## src/rtl/demux_sequencer.sv

```systemverilog
`default_nettype none
// +--------------------------------------------------------------------------+
// | demux_sequencer : en/sel sequencer for a 1-to-4 one-hot demux (scan or    |
// | single-shot), with an en-low gap around every sel change.                 |
// | Optional feature macro: DEMUX_SEQ_SKIP_EN (ch_mask channel skipping).     |
// | Revision: 1.0                                                             |
// +--------------------------------------------------------------------------+
module demux_sequencer #(
  parameter int DWELL_W    = 8,
  parameter int GAP_CYCLES = 1,
  parameter int CNT_W      = 8
) (
  input  logic               clk,
  input  logic               rst_n,
  input  logic               start,
  input  logic               stop,
  input  logic [DWELL_W-1:0] dwell,
`ifdef DEMUX_SEQ_SKIP_EN
  input  logic [3:0]         ch_mask,
`endif
  input  logic               req_valid,
  input  logic [1:0]         req_sel,
  output logic               req_ready,
  output logic               en,
  output logic [1:0]         sel,
  output logic               busy,
  output logic               done,
  output logic [CNT_W-1:0]   scan_count
);

  typedef enum logic [1:0] {
    S_IDLE  = 2'd0,
    S_DRIVE = 2'd1,
    S_GAP   = 2'd2
  } state_t;

  localparam logic [3:0]         C_GAP_LAST  = (GAP_CYCLES == 0) ? 4'd0 : 4'(GAP_CYCLES - 1);
  localparam logic [DWELL_W-1:0] C_DWELL_ONE = DWELL_W'(1);
  localparam logic [CNT_W-1:0]   C_CNT_ONE   = CNT_W'(1);

  state_t             r_state, w_state;
  logic               r_en, w_en;
  logic [1:0]         r_sel, w_sel;
  logic               r_busy;
  logic               r_done, w_done;
  logic [CNT_W-1:0]   r_scan, w_scan;
  logic               r_stop, w_stop;
  logic               r_halt, w_halt;
  logic               r_single, w_single;
  logic [DWELL_W-1:0] r_cnt, w_cnt;
  logic [3:0]         r_gap, w_gap;
  logic [DWELL_W-1:0] w_dwell_last;
  logic               w_step;
  logic               w_found;
  logic [1:0]         w_nxt;

`ifdef DEMUX_SEQ_SKIP_EN
  // {found, ch}: nearest enabled channel after cur, wrapping round to cur itself
  function automatic logic [2:0] next_ch(input logic [1:0] cur, input logic [3:0] mask);
    logic [2:0] res;
    logic [1:0] c;
    res = 3'b000;
    for (int k = 4; k >= 1; k--) begin
      c = cur + 2'(k);
      if (mask[c]) res = {1'b1, c};
    end
    return res;
  endfunction
`endif

  always_comb begin
    w_state      = r_state;
    w_en         = r_en;
    w_sel        = r_sel;
    w_done       = 1'b0;
    w_single     = r_single;
    w_cnt        = r_cnt;
    w_gap        = r_gap;
    w_scan       = r_scan;
    w_halt       = r_halt;
    w_stop       = r_stop | (stop & (r_state != S_IDLE));
    w_step       = 1'b0;
    w_dwell_last = (dwell == '0) ? '0 : dwell - C_DWELL_ONE;
`ifdef DEMUX_SEQ_SKIP_EN
    {w_found, w_nxt} = next_ch(r_sel, ch_mask);
`else
    w_found = 1'b1;
    w_nxt   = r_sel + 2'd1;
`endif

    case (r_state)
      S_IDLE: begin
        w_stop = 1'b0;
        if (start) begin
`ifdef DEMUX_SEQ_SKIP_EN
          {w_found, w_nxt} = next_ch(2'd3, ch_mask);
          if (w_found) begin
            w_state  = S_DRIVE;
            w_en     = 1'b1;
            w_sel    = w_nxt;
            w_cnt    = w_dwell_last;
            w_single = 1'b0;
            w_halt   = 1'b0;
          end
`else
          w_state  = S_DRIVE;
          w_en     = 1'b1;
          w_sel    = 2'd0;
          w_cnt    = w_dwell_last;
          w_single = 1'b0;
          w_halt   = 1'b0;
`endif
        end else if (req_valid) begin
          w_state  = S_DRIVE;
          w_en     = 1'b1;
          w_sel    = req_sel;
          w_cnt    = w_dwell_last;
          w_single = 1'b1;
          w_halt   = 1'b0;
        end
      end
      S_DRIVE: begin
        if (r_cnt == '0) begin
          // stop is only honoured here, at the end of an on-phase
          w_halt = w_stop;
          if ((r_sel == 2'd3) && !r_single) w_scan = r_scan + C_CNT_ONE;
          if (GAP_CYCLES == 0) begin
            w_step = 1'b1;
          end else begin
            w_state = S_GAP;
            w_en    = 1'b0;
            w_gap   = C_GAP_LAST;
          end
        end else begin
          w_cnt = r_cnt - C_DWELL_ONE;
        end
      end
      S_GAP: begin
        if (r_gap == 4'd0) w_step = 1'b1;
        else               w_gap  = r_gap - 4'd1;
      end
      default: w_state = S_IDLE;
    endcase

    if (w_step) begin
      if (r_single || w_halt || !w_found) begin
        w_state = S_IDLE;
        w_en    = 1'b0;
        w_done  = 1'b1;
        w_stop  = 1'b0;
        w_halt  = 1'b0;
      end else begin
        w_state = S_DRIVE;
        w_en    = 1'b1;
        w_sel   = w_nxt;
        w_cnt   = w_dwell_last;
`ifdef DEMUX_SEQ_SKIP_EN
        // wrapping past ch3 without having driven it still counts as a full scan
        if ((w_nxt <= r_sel) && (r_sel != 2'd3)) w_scan = w_scan + C_CNT_ONE;
`endif
      end
    end
  end

  always_ff @(posedge clk or negedge rst_n) begin
    if (!rst_n) begin
      r_state  <= S_IDLE;
      r_en     <= 1'b0;
      r_sel    <= 2'd0;
      r_busy   <= 1'b0;
      r_done   <= 1'b0;
      r_scan   <= '0;
      r_stop   <= 1'b0;
      r_halt   <= 1'b0;
      r_single <= 1'b0;
      r_cnt    <= '0;
      r_gap    <= 4'd0;
    end else begin
      r_state  <= w_state;
      r_en     <= w_en;
      r_sel    <= w_sel;
      r_busy   <= (w_state != S_IDLE);
      r_done   <= w_done;
      r_scan   <= w_scan;
      r_stop   <= w_stop;
      r_halt   <= w_halt;
      r_single <= w_single;
      r_cnt    <= w_cnt;
      r_gap    <= w_gap;
    end
  end

  assign req_ready  = (r_state == S_IDLE) & ~start;
  assign en         = r_en;
  assign sel        = r_sel;
  assign busy       = r_busy;
  assign done       = r_done;
  assign scan_count = r_scan;

endmodule
`default_nettype wire

```

## config.mk

```make
export PLATFORM = sky130hd
export DESIGN_NAME = demux_sequencer
export DESIGN_NICKNAME = d
export VERILOG_FILES = /design/src/rtl/demux_sequencer.sv
export SDC_FILE = /design/constraint.sdc
export NUM_CORES = 1
export LEC_CHECK = 0
export ABC_AREA = 1
export CAP_MARGIN = 30
export CORE_MARGIN = 8
export CORE_UTILIZATION = 30
export DETAILED_ROUTE_END_ITERATION = 8
export HOLD_SLACK_MARGIN = 0.12
export SYNTH_ARGS = -nofsm -noshare
export SYNTH_HDL_FRONTEND = slang
export SYNTH_SLANG_ARGS = --single-unit
```

## constraint.sdc

```tcl
create_clock -name clk -period 5.2 [get_ports clk]
set_input_delay 0.78 -clock clk [delete_from_list [all_inputs] [get_ports clk]]
set_output_delay 0.78 -clock clk [all_outputs]
set_load 0.05 [all_outputs]
```

### Metal 1, run 1

Drawn at 4 px/um. Supply wires on this layer in gray. Cells faint in the background.
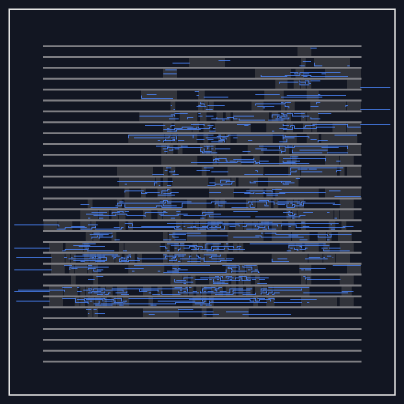
longest straight run = 42.8 um
share of all routed wire = 49%
nets with wire on the layer = 282
wire length on this layer = 2110 um
main direction = horizontal

### Met2 routing, run 1

Drawn at 4 px/um.
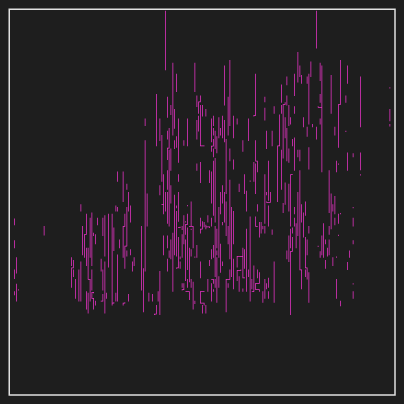
longest straight run = 32.6 um
main direction = vertical
nets with wire on the layer = 239
share of all routed wire = 42%

### M3 wires, run 1

Drawn at 6 px/um. Cells faint in the background.
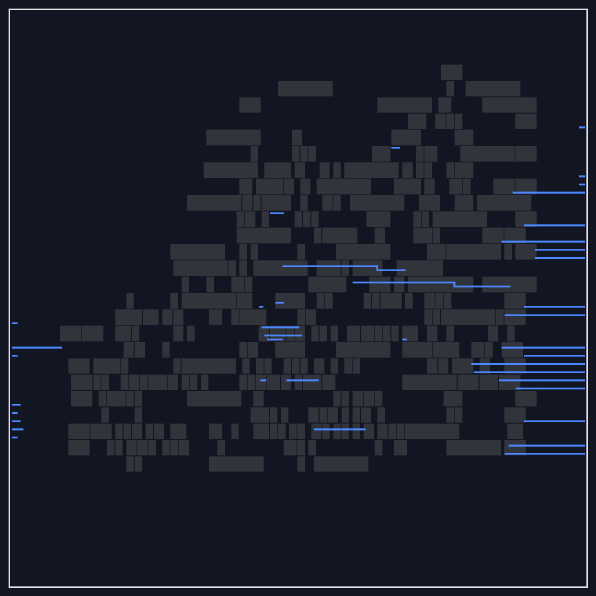
nets with wire on the layer = 34
wire length on this layer = 293 um
main direction = horizontal

### Metal 4, run 1

Drawn at 4 px/um. Supply wires on this layer in gray. Cells faint in the background.
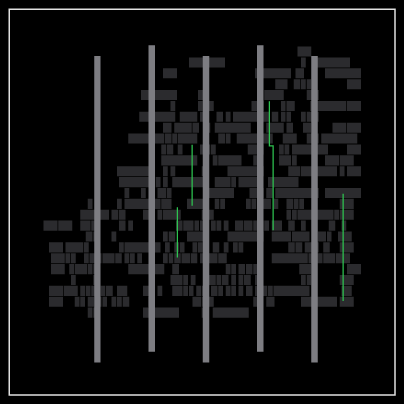
main direction = vertical
nets with wire on the layer = 3
share of all routed wire = 2.0%
longest straight run = 26.5 um

==> results.cfg, run 1 <==
; yosys + openroad results
[run_status]
status = finished clean

[final_timing]
setup_repair_after_global_routing_missed_its_margin = no
layout_worst_path_cycle_share_pct = 57.55
setup_viol = 0
final_max_slew_viol_count = 0
worst_slew_margin_rel_pct = 65.95
timing.hold.ws_ps = 495.0

[clock_network]
post_cts_hold_buffer_count = 0
clk_root_buffer_cell = clkbuf_8
cts_max_level = 2
cts.reportedPaths.clkPinSlew_ps = 70
worst_skew_pair.late_latency_ps = 280
postCtsSetupBuffers = 0
cts_tree = done
clk_path_buf_depth = 2
tritoncts_num_sinks = 30

[power_and_ir_drop]
cell_internal_pwr_uw = 403.0
net-switching-power_uw = 108.6
worst_ir_drop_vdd_mv = 0.1833
static-leakage-power_uw = 0.001178
power_combinational_uw = 35.0
share_comb_of_total_power_pct = 6.9
proportion_of_power_drawn_by_flip_flops_and_latches_pct = 45.8

[placement]
placement.cell_area_um2 = 2292
place_inst = 358
post-dp-hpwl_um = 3260

[worst_setup_path]
slowest_delay_ps = 830
cells_along_the_critical_path = clkdlybuf4s50_1 > nor2_1 > clkdlybuf4s50_1
critical-path-top-cell-by-count = clkdlybuf4s50_1
critical-path-slowest-cell = clkdlybuf4s50_1
timing.critical_path.from_type = primary input
critPathCaptureType = primary output
worst_setup_path_startpoint = start
worst_setup_path_endpoint = req_ready
rrSetupSlack_ps = 3150
timing.critical_path.required_ps = 4420
worst-path-stages = 3

[floorplanning]
tapcell.inserted = 77
die_y_um = 96.07
core_area_um2 = 6277
design.die.area_um2 = 9228
std_cell_rows = 29

[finish]
inverters = 43
final_util_pct = 38.31
ff_count = 30
layout.cells.most_common = nand2_1
antennaDiodeCount = 0
layout.cells.non_filler = 365
syn_to_final_growth_pct = 25.05
logic_gates = 179
layout-drive-gt1-share_pct = 8.681
filler_cell_count = 637
seqAreaFraction_pct = 31.22
num-clock-buffers = 6
combGateArea_um2 = 996.0
nNetsFinal = 310
final-nonclk-buf-share_pct = 11.97
buffers_excl_clock = 29
dominant-cell-class = combinational gates

[global_routing]
track_usage_pct = 10.30
gr-usage-met3_pct = 2.184
first_global_vias = 1727
met1_track_demand_over_resource_pct = 13.34
grt_remaining_overflow = 0
grt_antenna_before_repair = 0
grt_start_max_net_pins = 31
globalRouteMet2Util_pct = 15.89

[logic_synthesis]
yosys_warnings = 0
yosys-dominant-comb-family = simple AND/OR/NAND/NOR gates
postSynthSeqShare_pct = 39.04
synthFlopType = dfrtp_1
top_cell_area_share_pct = 39.04
ys_cells = 254
synthDominantAreaCellType = dfrtp_1
post_synth_and_or_nand_nor_area_fraction_pct = 33.83
enable_flop_cells = 0
post_synth_inst_count = 254
synth.cell_area_um2 = 1923
synth.yosys.chip_area_um2 = 1923
common_cells = nand2_1, inv_1, dfrtp_1, nand3_1, nor2_1
synth_top_cell_by_count = nand2_1
synth_async_sr_flop_share_pct = 100.0

[flow_run]
warning_count = 28
max_cap_viol_count = 0

[drt]
top_layer = met4
drt_drc_violations_left = 0
num_vias = 1707
detailedRoute.firstPassIterationCount = 4
met3WireLength_um = 292
met2_length_um = 1802
wl_per_cell_um = 11.75
via_per_inst = 4.677

[hold_path]
hold_path_class = flop to flop
whs_path_depth = 1
min_delay_worst_endpoint = r_gap[0]
hold_path.startpoint = r_gap[0]
==> inputs of run 2 (changes only) <==
- clock period: 5.2 -> 2.45 ns (I/O delays scaled with it)
==> run 2 against run 1 <==
First-iteration DRC count is 10% lower; via count up 0.76%; register-to-register slack got worse by 2700 ps; clock-buffer cell count decreased by 1; worst hold slack got worse by 24 ps; die area stayed put; clock power rose by 100%; worst setup slack worse by 1800 ps; sequential cell count unchanged; final cell count is 0.27% higher; design area shrank 0.26%; combinational power up 110%.
==> results.cfg, run 2 <==
; yosys + openroad results
[logic_synthesis]
ys_cells = 254
synth_top_cell_by_count = nand2_1
yosys-dominant-comb-family = simple AND/OR/NAND/NOR gates
synthDominantAreaCellType = dfrtp_1
yosys_warnings = 0
synth_async_sr_flop_share_pct = 100.0
top_cell_area_share_pct = 39.04
synth.cell_area_um2 = 1923
post_synth_and_or_nand_nor_area_fraction_pct = 33.83
enable_flop_cells = 0
synth.yosys.chip_area_um2 = 1923
post_synth_inst_count = 254
synthFlopType = dfrtp_1

[worst_setup_path]
worst_setup_path_endpoint = r_cnt[0]
worst_setup_path_startpoint = r_cnt[0]
critical-path-slowest-cell = dfrtp_1
worst-path-stages = 11
cells_along_the_critical_path = inv_1 > ha_1 > inv_1 > nor2_1 > nand2_1 > nor2_1 > nand3_2 > nand4_4 > nand2_2 > nand3_1 > nand2_1
rrSetupSlack_ps = 450
timing.critical_path.required_ps = 2620
slowest_delay_ps = 390

[clock_network]
worst_skew_pair.late_latency_ps = 280
post_cts_hold_buffer_count = 0
clk_path_buf_depth = 2
tritoncts_num_sinks = 30
cts.reportedPaths.clkPinSlew_ps = 60
cts_tree = done
cts_max_level = 2
clk_root_buffer_cell = clkbuf_8
postCtsSetupBuffers = 0

[finish]
ff_latch_area_um2 = 750.7
buffers_excl_clock = 29
nNetsFinal = 310
inverters = 43
layout-drive-gt1-share_pct = 9.343
syn_to_final_growth_pct = 24.72
final_util_pct = 38.21
seqAreaFraction_pct = 31.30
final-nonclk-buf-share_pct = 11.89
logic_gates = 179
antennaDiodeCount = 0
combGateArea_um2 = 996.0
layout.cells.most_common = nand2_1
filler_cell_count = 654

[final_timing]
setup_viol = 0
finalHoldViolations = 0
setup_repair_after_global_routing_missed_its_margin = no
worst_slew_margin_rel_pct = 66.14
layout_worst_path_cycle_share_pct = 81.56
finClkSkew_ps = 6.108
final_max_slew_viol_count = 0

[floorplanning]
die_y_um = 96.07
std_cell_rows = 29
core_area_um2 = 6277
tapcell.inserted = 77

[power_and_ir_drop]
power_combinational_uw = 74.8
static-leakage-power_uw = 0.001180
share_comb_of_total_power_pct = 7.0
cell_internal_pwr_uw = 829.0
power_switching_share_pct = 22.15
proportion_of_power_drawn_by_flip_flops_and_latches_pct = 46.7
net-switching-power_uw = 235.8

[global_routing]
grt_remaining_overflow = 0
met1_track_demand_over_resource_pct = 12.84
grt_antenna_before_repair = 0
first_global_vias = 1656
track_usage_pct = 10.11
grt_start_max_net_pins = 31
gr-usage-met3_pct = 3.354

[placement]
placement.cell_area_um2 = 2290
place_inst = 358
post-dp-hpwl_um = 3325

[drt]
via_per_inst = 4.699
detailedRoute.firstPassIterationCount = 4
met3WireLength_um = 343
top_layer = met4
met2_length_um = 1792
drt_drc_violations_left = 0

[run_status]
status = finished clean

[flow_run]
max_cap_viol_count = 0
warning_count = 28

[hold_path]
hold_path_class = primary input to asynchronous set/reset pin
### Met2 routing, run 2

Drawn at 4 px/um.
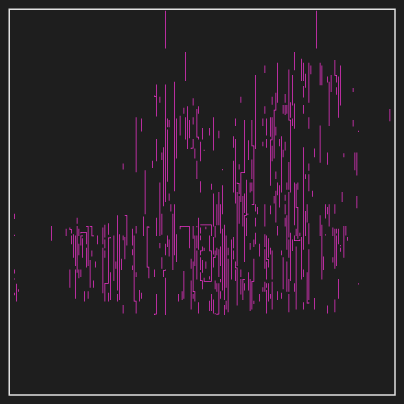
wire length on this layer = 1790 um
share of all routed wire = 42%
nets with wire on the layer = 240
vias: 1720
total routed wirelength: 4275 um
met2 track demand over resource: 15.32%

### Routed clock nets over the placement, run 2

Drawn at 3 px/um.
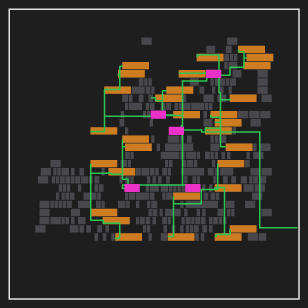
green -> clock wires  # length 460 um
orange -> flip-flops  # count 30
magenta -> clock-net drivers  # count 5
routed clock nets = 6

Power figures rest on the tool's default switching activity, not on a simulated workload.
